[config.mk]
export PLATFORM = sky130hd
export DESIGN_NAME = shift_frame_arbiter
export DESIGN_NICKNAME = d
export VERILOG_FILES = /design/src/rtl/shift_frame_arbiter.sv
export SDC_FILE = /design/constraint.sdc
export NUM_CORES = 1
export LEC_CHECK = 0
export CORE_MARGIN = 2
export CORE_UTILIZATION = 39
export DETAILED_ROUTE_END_ITERATION = 16
export PLACE_DENSITY = 0.82
export SLEW_MARGIN = 20
export SYNTH_ARGS = -nofsm -noshare
export SYNTH_HDL_FRONTEND = slang
export SYNTH_SLANG_ARGS = --single-unit
[constraint.sdc]
create_clock -name clock -period 1.6 [get_ports clock]
set_input_delay 0.32 -clock clock [delete_from_list [all_inputs] [get_ports clock]]
set_output_delay 0.32 -clock clock [all_outputs]
set_load 0.01 [all_outputs]
[src/rtl/shift_frame_arbiter.sv]
// Round-robin owner of a shared load/shift register: grants one requester,
// loads its word, then tracks WIDTH serial bits with an optional idle gap.
module shift_frame_arbiter #(
  parameter int unsigned N     = 4,
  parameter int unsigned WIDTH = 8,
  parameter int unsigned GAP   = 1
) (
  input  logic                 clock,
  input  logic                 reset_n,
  input  logic [N-1:0]         req,
  input  logic [N*WIDTH-1:0]   req_data,
  output logic [N-1:0]         gnt,
  output logic [WIDTH-1:0]     sh_data,
  output logic                 sh_load,
  output logic                 bit_valid,
  output logic                 exp_bit,
  output logic [$clog2(N)-1:0] owner,
  output logic                 busy,
  output logic                 done
);

  localparam int unsigned PW = $clog2(N);
  localparam int unsigned SW = PW + 1;
  localparam int unsigned BW = $clog2(WIDTH);
  localparam int unsigned GW = 4;

  typedef enum logic [1:0] {
    S_IDLE  = 2'd0,
    S_LOAD  = 2'd1,
    S_SHIFT = 2'd2,
    S_GAP   = 2'd3
  } state_t;

  state_t           state;
  state_t           state_d;
  logic [PW-1:0]    ptr;
  logic [PW-1:0]    owner_q;
  logic [WIDTH-1:0] data_q;
  logic [BW-1:0]    bcnt;
  logic [GW-1:0]    gcnt;

  logic [SW-1:0]    sum;
  logic [PW-1:0]    cand;
  logic [PW-1:0]    win;
  logic             found;
  logic [WIDTH-1:0] load_word;
  logic             last_bit;

  // First pending requester at or after the pointer, wrapping modulo N
  always_comb begin
    win   = ptr;
    found = 1'b0;
    sum   = '0;
    cand  = '0;
    for (int unsigned i = 0; i < N; i++) begin
      sum = {1'b0, ptr} + SW'(i);
      if (sum >= SW'(N)) sum = sum - SW'(N);
      cand = PW'(sum);
      if (!found && req[cand]) begin
        found = 1'b1;
        win   = cand;
      end
    end
  end

  // Winner's word taken straight from the request bus during LOAD
  always_comb begin
    load_word = '0;
    for (int unsigned i = 0; i < N; i++) begin
      if (owner_q == PW'(i)) load_word = req_data[i*WIDTH +: WIDTH];
    end
  end

  assign last_bit = (bcnt == BW'(WIDTH - 1));

  always_ff @(posedge clock or negedge reset_n) begin
    if (!reset_n) state <= S_IDLE;
    else          state <= state_d;
  end

  always_comb begin
    state_d   = state;
    gnt       = '0;
    sh_data   = data_q;
    sh_load   = 1'b0;
    bit_valid = 1'b0;
    exp_bit   = 1'b0;
    owner     = owner_q;
    busy      = (state != S_IDLE);
    done      = 1'b0;
    case (state)
      S_IDLE: begin
        if (|req) state_d = S_LOAD;
      end
      S_LOAD: begin
        gnt     = N'(1) << owner_q;
        sh_data = load_word;
        sh_load = 1'b1;
        state_d = S_SHIFT;
      end
      S_SHIFT: begin
        bit_valid = 1'b1;
        exp_bit   = data_q[BW'(WIDTH - 1) - bcnt];
        done      = last_bit;
        if (last_bit) state_d = (GAP > 0) ? S_GAP : S_IDLE;
      end
      S_GAP: begin
        if (gcnt == GW'(GAP - 1)) state_d = S_IDLE;
      end
      default: state_d = S_IDLE;
    endcase
  end

  // Frame datapath: owner, captured word, rotation pointer and counters
  always_ff @(posedge clock or negedge reset_n) begin
    if (!reset_n) begin
      ptr     <= '0;
      owner_q <= '0;
      data_q  <= '0;
      bcnt    <= '0;
      gcnt    <= '0;
    end else begin
      case (state)
        S_IDLE: begin
          if (|req) owner_q <= win;
        end
        S_LOAD: begin
          data_q <= load_word;
          bcnt   <= '0;
          ptr    <= (owner_q == PW'(N - 1)) ? '0 : owner_q + 1'b1;
        end
        S_SHIFT: begin
          bcnt <= bcnt + 1'b1;
          gcnt <= '0;
        end
        S_GAP: begin
          gcnt <= gcnt + 1'b1;
        end
        default: ;
      endcase
    end
  end

endmodule

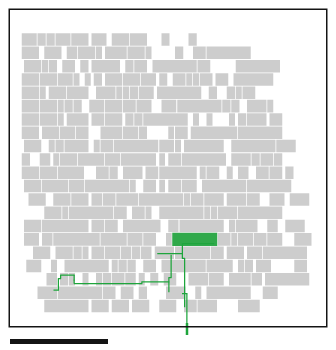
(run_1/port_trees.png)
Bar = 20 um.
port	color	direction	edge	end cells	buffers	wire
sh_load	green	output	bottom	1	2	68.6 um
I/O pin cnt: 57
buffers added on ports: 56

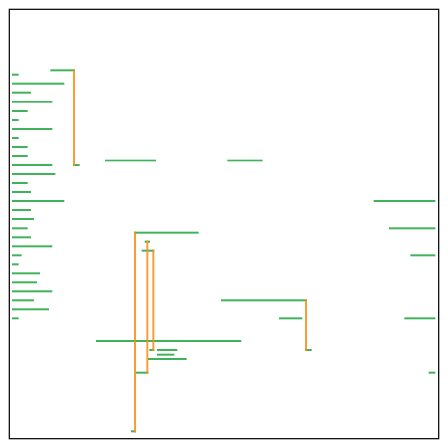
(run_1/layers.png)
Only two layers are drawn.
layer	color	wire length
M3	green	197 um
M4	orange	86.4 um
final wirelength: 4.42 mm
routed via count: 1591

==> summary.log, run 1 <==
qor: run_status.status complete, but fails checks
qor: run_status.failed_checks setup timing
qor: yosys.synthArstFlopShare 100%
qor: final_timing.final-setup-viol-count 16
qor: power.switching_share_of_total_power 42.3%
qor: clock_network.holdBufCountCts 0
qor: floorplan.fp_util 41.8%
qor: layout.stdcell_count 312
qor: detailed_routing.detail_route.iter0.violations 79
qor: worst_setup_path.largest_fanout_of_any_net_on_the_critical_path 7
qor: clock_network.h-tree-depth 1
qor: yosys.edf_count 0
qor: final_timing.rsz0062_at_grt true
qor: power.power.net_switching 2.20 mW
qor: global_routing.grt_util_all_layers 21.1%
qor: global_routing.grt_pass1_wl 6.98 mm
qor: yosys.ys_seq_share 36.8%
qor: worst_setup_path.worst_path_dominant_cell_family AND-OR/OR-AND gates
qor: final_timing.timing_hold_violations_final 0
qor: detailed_routing.detail_routed_net_length_per_standard_cell 14.2 um
qor: yosys.yosys.stat.chipArea 1430 um2
qor: final_timing.final-max-slew-violation-count 0
qor: power.logic_pwr_share 76.0%
qor: yosys.synth.top_cells.by_count 21 x sky130_fd_sc_hd__dfrtp_1, 20 x sky130_fd_sc_hd__a21oi_1, 19 x sky130_fd_sc_hd__inv_1
qor: final_timing.timing.final.ws_setup -594 ps
qor: global_routing.grt_pass1_vias 1548
qor: placement.finalWeightedCongestion 0.810
qor: power.areal_power_density_over_the_cells 1950 nW/um2
qor: final_timing.fmax 456 MHz
qor: worst_setup_path.critical_path_required 1280 ps
qor: placement.dp.final_hpwl 3.18 mm
qor: floorplan.die_x 64.5 um
qor: clock_network.clk_path_buf_depth 2
qor: yosys.synthDistinctLibCells 31
qor: power.leakage_power 1.18 nW
qor: yosys.netlist_instances 166
qor: final_timing.timing.max_slew.rel_slack 81.4%
qor: yosys.synth.yosys.warnings 0
qor: yosys.yosys.area.top_type sky130_fd_sc_hd__dfrtp_1
qor: power.max-vdd-ir-drop 1.04 mV
qor: detailed_routing.ant_nets 0
qor: worst_hold_path.timing.hold.worst.class in -> async
qor: power.p_total 5.20 mW
qor: final_timing.finalClockSkew 8.79 ps
qor: yosys.floorplan.nets 216
qor: layout.diodes 0
qor: worst_setup_path.critical_path.endpoint_type output port
qor: yosys.synth_largest_type_area_fraction 36.8%
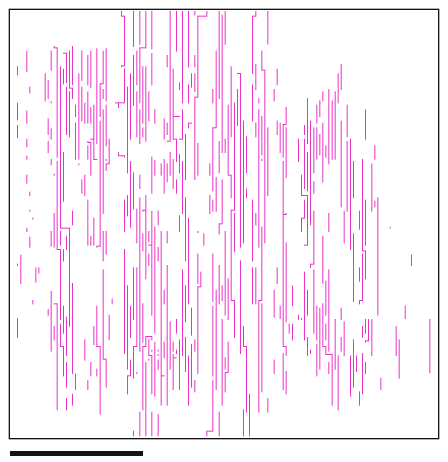
(run_1/m2.png)
Bar = 20 um.
share of all routed wire	50%
nets with wire on the layer	275
main direction	vertical
wire length on this layer	2220 um
met2 Track Usage GR: 37.4%

## run 1: power by group through the flow
stage / Clock, mW / Combinational (mW) / Sequential (mW)
after global placement: 0 / 3.22 / 0.975
final: 0.255 / 3.95 / 0.995
after detailed placement: 0 / 3.29 / 0.991
after global routing: 0.280 / 4.25 / 1.02
after CTS: 0.261 / 3.72 / 0.977
after floorplan: 0 / 1.79 / 0.970
## run 1: layout by cell type, fill, tap and decap left out, types with 3 or more instances in the layout
cell type,n
sky130_fd_sc_hd__a22o_1,3
sky130_fd_sc_hd__ha_1,3
sky130_fd_sc_hd__nand2b_1,4
sky130_fd_sc_hd__inv_2,3
sky130_fd_sc_hd__dlygate4sd2_1,3
sky130_fd_sc_hd__buf_6,14
sky130_fd_sc_hd__nor2_1,12
sky130_fd_sc_hd__o21ai_0,8
sky130_fd_sc_hd__nand3_1,4
sky130_fd_sc_hd__a22oi_1,3
sky130_fd_sc_hd__a22oi_2,4
sky130_fd_sc_hd__clkbuf_4,3
sky130_fd_sc_hd__a21oi_1,8
sky130_fd_sc_hd__dfrtp_2,3
sky130_fd_sc_hd__nand2_1,14
sky130_fd_sc_hd__clkdlybuf4s50_1,37
sky130_fd_sc_hd__buf_2,10
sky130_fd_sc_hd__o21ai_1,5
sky130_fd_sc_hd__dfrtp_1,18
sky130_fd_sc_hd__inv_1,14
sky130_fd_sc_hd__ha_4,8
sky130_fd_sc_hd__buf_4,34
sky130_fd_sc_hd__a21oi_2,11
sky130_fd_sc_hd__and2_1,4
## run 1: registers in the layout (all words and copies together) (netlist names)
| name | cells |
|---|---|
| data_q | 8 |
| state | 2 |
| owner | 2 |
| bcnt | 3 |
| ptr | 2 |
| gcnt | 4 |
## run 1: metrics by stage
step	util [%]	setup WS, ps	setup TNS (ps)	area, um2
after floorplan	-	-129	-715	1530
after global placement	69.1	-656	-7330	2360
after detailed placement	69.1	-665	-7920	2360
after CTS	75.4	-539	-5710	2580
after global routing	78.0	-646	-6680	2660
final	78.0	-594	-5770	2660
## run 1: layout make-up
| class | instances | area [um2] |
|---|---|---|
| Tap cell | 46 | 57.6 |
| Timing Repair Buffer | 103 | 935 |
| Multi-Input combinational cell | 119 | 1040 |
| Inverter | 19 | 76.3 |
| Clock buffer | 4 | 26.3 |
| Fill cell | 220 | 752 |
| Sequential cell | 21 | 529 |
## run 1: worst paths after layout
path | startpoint | to | slack (ps) | cells past startpoint
min in group clock | data_q[4] | data_q[4] | 570 | 2
setup reg to reg | owner[1] | data_q[6] | -10 | 7
setup / recovery | owner[1] | sh_data[4] | -590 | 8
max in group asynchronous | reset_n | bcnt[1] | 990 | 2
hold reg to reg | data_q[4] | data_q[4] | 570 | 2
hold / removal | reset_n | gcnt[3] | 360 | 2
## run 1: routing by layer
layer | up-vias | GRT usage [%] | routed length [um]
li1 | 779 | - | -
met1 | 745 | 26.6 | 1920
met2 | 57 | 37.4 | 2220
met3 | 10 | 2.78 | 196
met4 | 0 | 6.91 | 86
met5 | - | 0 | 0
## run 1: repair_timing
action	in CTS	in global routing
resized	108	17
setup buffers	12	7
endpoints found under the setup margin	21	22
hold endpoints to repair	0	0
pin swaps	21	11
## Run 2: what changed since run 1
GPL_TIMING_DRIVEN = 0   (was not set)
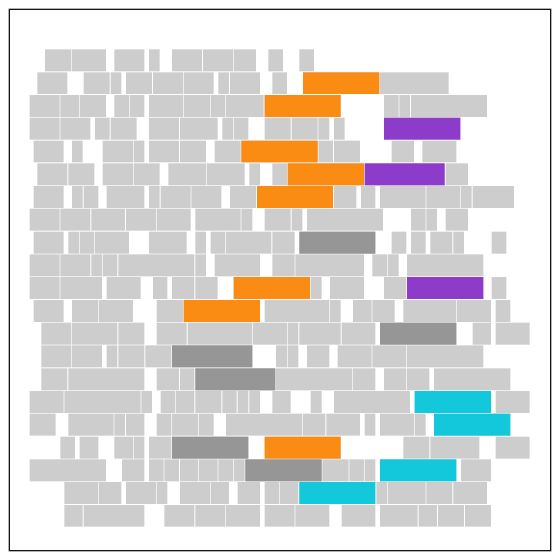
(run_2/ff_map.png)
signal	color	flops
data_q	orange	8
gcnt	cyan	4
bcnt	purple	3
not colored	6
Finished Core Util: 80.7%
total sequential power: 1.03 mW

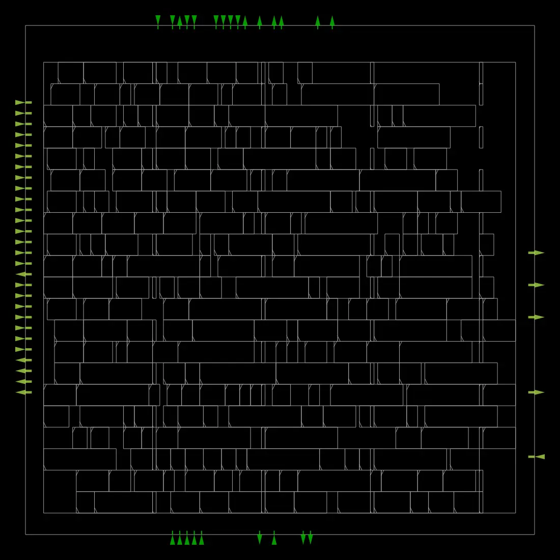
(run_2/placed.png)
Rows: 21
Cell Count, Final, Fillers Out: 306
fill cell instance count of the final layout: 197
share of the final layout cell area in sequential cells: 19.2%
core outline area: 3420 um2

==> run 2 against run 1 <==
Against the previous run: the flow still finishes with violations (setup timing); combinational power rose by 11%; register-to-register slack got worse by 40 ps; synthesized cell count did not move; clock skew fell by 0.69 ps; critical path depth fell by 1; sequential share of layout area fell by 0.66 points; area after synthesis did not move; critical path type unchanged; critical endpoint is now sh_data[6]; largest cell class unchanged.
==> summary.log, run 2 <==
qor: final_timing.timing.final.ws_setup -618 ps
qor: global_routing.grt_pass1_wl 6.74 mm
qor: yosys.floorplan.nets 216
qor: clock_network.h-tree-depth 1
qor: final_timing.timing_hold_violations_final 0
qor: placement.numPortBuffers 56
qor: global_routing.grt_util_all_layers 20.6%
qor: final_timing.fmax 451 MHz
qor: worst_setup_path.critical_path.endpoint_type output port
qor: yosys.ys_seq_share 36.8%
qor: worst_setup_path.largest_fanout_of_any_net_on_the_critical_path 5
qor: layout.lay_top_cells 37 x sky130_fd_sc_hd__clkdlybuf4s50_1, 23 x sky130_fd_sc_hd__buf_6, 18 x sky130_fd_sc_hd__dfrtp_1, 16 x sky130_fd_sc_hd__buf_4, 15 x sky130_fd_sc_hd__inv_1
qor: worst_setup_path.reg2reg_depth 7
qor: yosys.synthDistinctLibCells 31
qor: yosys.synth.top_cells.by_count 21 x sky130_fd_sc_hd__dfrtp_1, 20 x sky130_fd_sc_hd__a21oi_1, 19 x sky130_fd_sc_hd__inv_1
qor: run_status.failed_checks setup timing
qor: layout.reg_top3 data_q (8), gcnt (4), bcnt (3)
qor: worst_setup_path.regToRegEndpoint data_q[6]
qor: yosys.yosys.area.top_type sky130_fd_sc_hd__dfrtp_1
qor: yosys.synthArstFlopShare 100%
qor: layout.diodes 0
qor: placement.dp.final_hpwl 2.72 mm
qor: floorplan.ios 57
qor: floorplan.die_x 64.5 um
qor: run_status.status complete, but fails checks
qor: worst_hold_path.timing.hold.worst.class in -> async
qor: power.p_total 5.67 mW
qor: detailed_routing.ant_nets 0
qor: yosys.edf_count 0
qor: worst_setup_path.regToRegStartpoint owner[0]
qor: detailed_routing.detail_routed_net_length_per_standard_cell 16.9 um
qor: worst_setup_path.regToRegSetupSlack -50 ps
qor: detailed_routing.wl 5.17 mm
qor: final_timing.final-setup-viol-count 20
qor: worst_setup_path.critical_path_required 1280 ps
qor: clock_network.clk_path_buf_depth 2
qor: layout.register_ranked_first_by_flip_flop_count data_q
qor: detailed_routing.num_vias 1639
qor: layout.largest_reg_flops 8
run 2: cell counts after synthesis:
No cell type changed its count.
run 2: logic make-up after synthesis:
| logic type | share of synthesized area (%) |
|---|---|
| AND-OR/OR-AND | 23.8 |
| AND/OR/NAND/NOR | 14.8 |
| multiplexers | 5.52 |
| adder cells (fa/ha/maj) | 10.5 |
| XOR/XNOR | 1.23 |
| flip-flops | 36.8 |
| buffers and inverters | 7.27 |
run 2: critical path, cell delays in order, from the launching register on:
cell	delay, ps
sky130_fd_sc_hd__dfrtp_2	500
sky130_fd_sc_hd__inv_4	100
sky130_fd_sc_hd__ha_4	150
sky130_fd_sc_hd__nor2b_4	160
sky130_fd_sc_hd__a221oi_2	60
sky130_fd_sc_hd__a211o_1	310
sky130_fd_sc_hd__a31oi_4	180
sky130_fd_sc_hd__buf_6	130
run 2: what timing repair did:
item                                    in CTS  in global routing
setup buffers                               17                 16
endpoints found under the setup margin      24                 22
gates resized                              121                 42
pin swaps                                   19                 22
hold buffers                                 0                  0
gates cloned                                 3                  1
run 2: worst max-delay path by stage:
| stage | start | end | cells past startpoint |
|---|---|---|---|
| after floorplan | owner[0] | sh_data[7] | 6 |
| after global placement | owner[1] | sh_data[0] | 8 |
| after detailed placement | owner[1] | sh_data[0] | 8 |
| after CTS | owner[0] | sh_data[6] | 7 |
| after global routing | owner[0] | sh_data[6] | 7 |
| final | owner[0] | sh_data[6] | 7 |
run 2: cell type report:
cell class / count / area [um2]
clock inverters: 1 / 5.00
plain buffers: 5 / 76.3
inverters: 19 / 78.8
clock buffers: 3 / 22.5
flip-flops and latches: 21 / 529
fillers: 197 / 661
well taps: 46 / 57.6
multi-input cells: 119 / 1100
repair buffers: 92 / 886
run 2: through the flow:
step | hold slack [ps] | TNS (ps) | util, % | setup slack (ps) | cells
6_report | 506 | -6570 | 80.7 | -618 | 306
2_1_floorplan | 24.4 | -715 | - | -129 | 166
3_3_place_gp | 521 | -9080 | 62.9 | -752 | 268
4_1_cts | 553 | -5730 | 71.6 | -607 | 291
5_1_grt | 585 | -8040 | 80.7 | -698 | 306
3_5_place_dp | 538 | -9330 | 62.9 | -754 | 268
run 2: report_power, final:
group	switching [mW]	internal [mW]	leakage, nW	total, mW
clock	0.172	0.0933	0.0177	0.265
sequential	0.249	0.783	0.252	1.03
combinational	2.02	2.35	0.916	4.37
run 2: routing by layer:
layer | vias up | GRT usage [%] | wire length (um)
li1 | 770 | - | -
met1 | 798 | 24.7 | 1990
met2 | 65 | 37.6 | 2820
met3 | 6 | 3.30 | 280
met4 | 0 | 6.65 | 74
met5 | - | 0 | 0
Power and IR drop assume default switching activity.
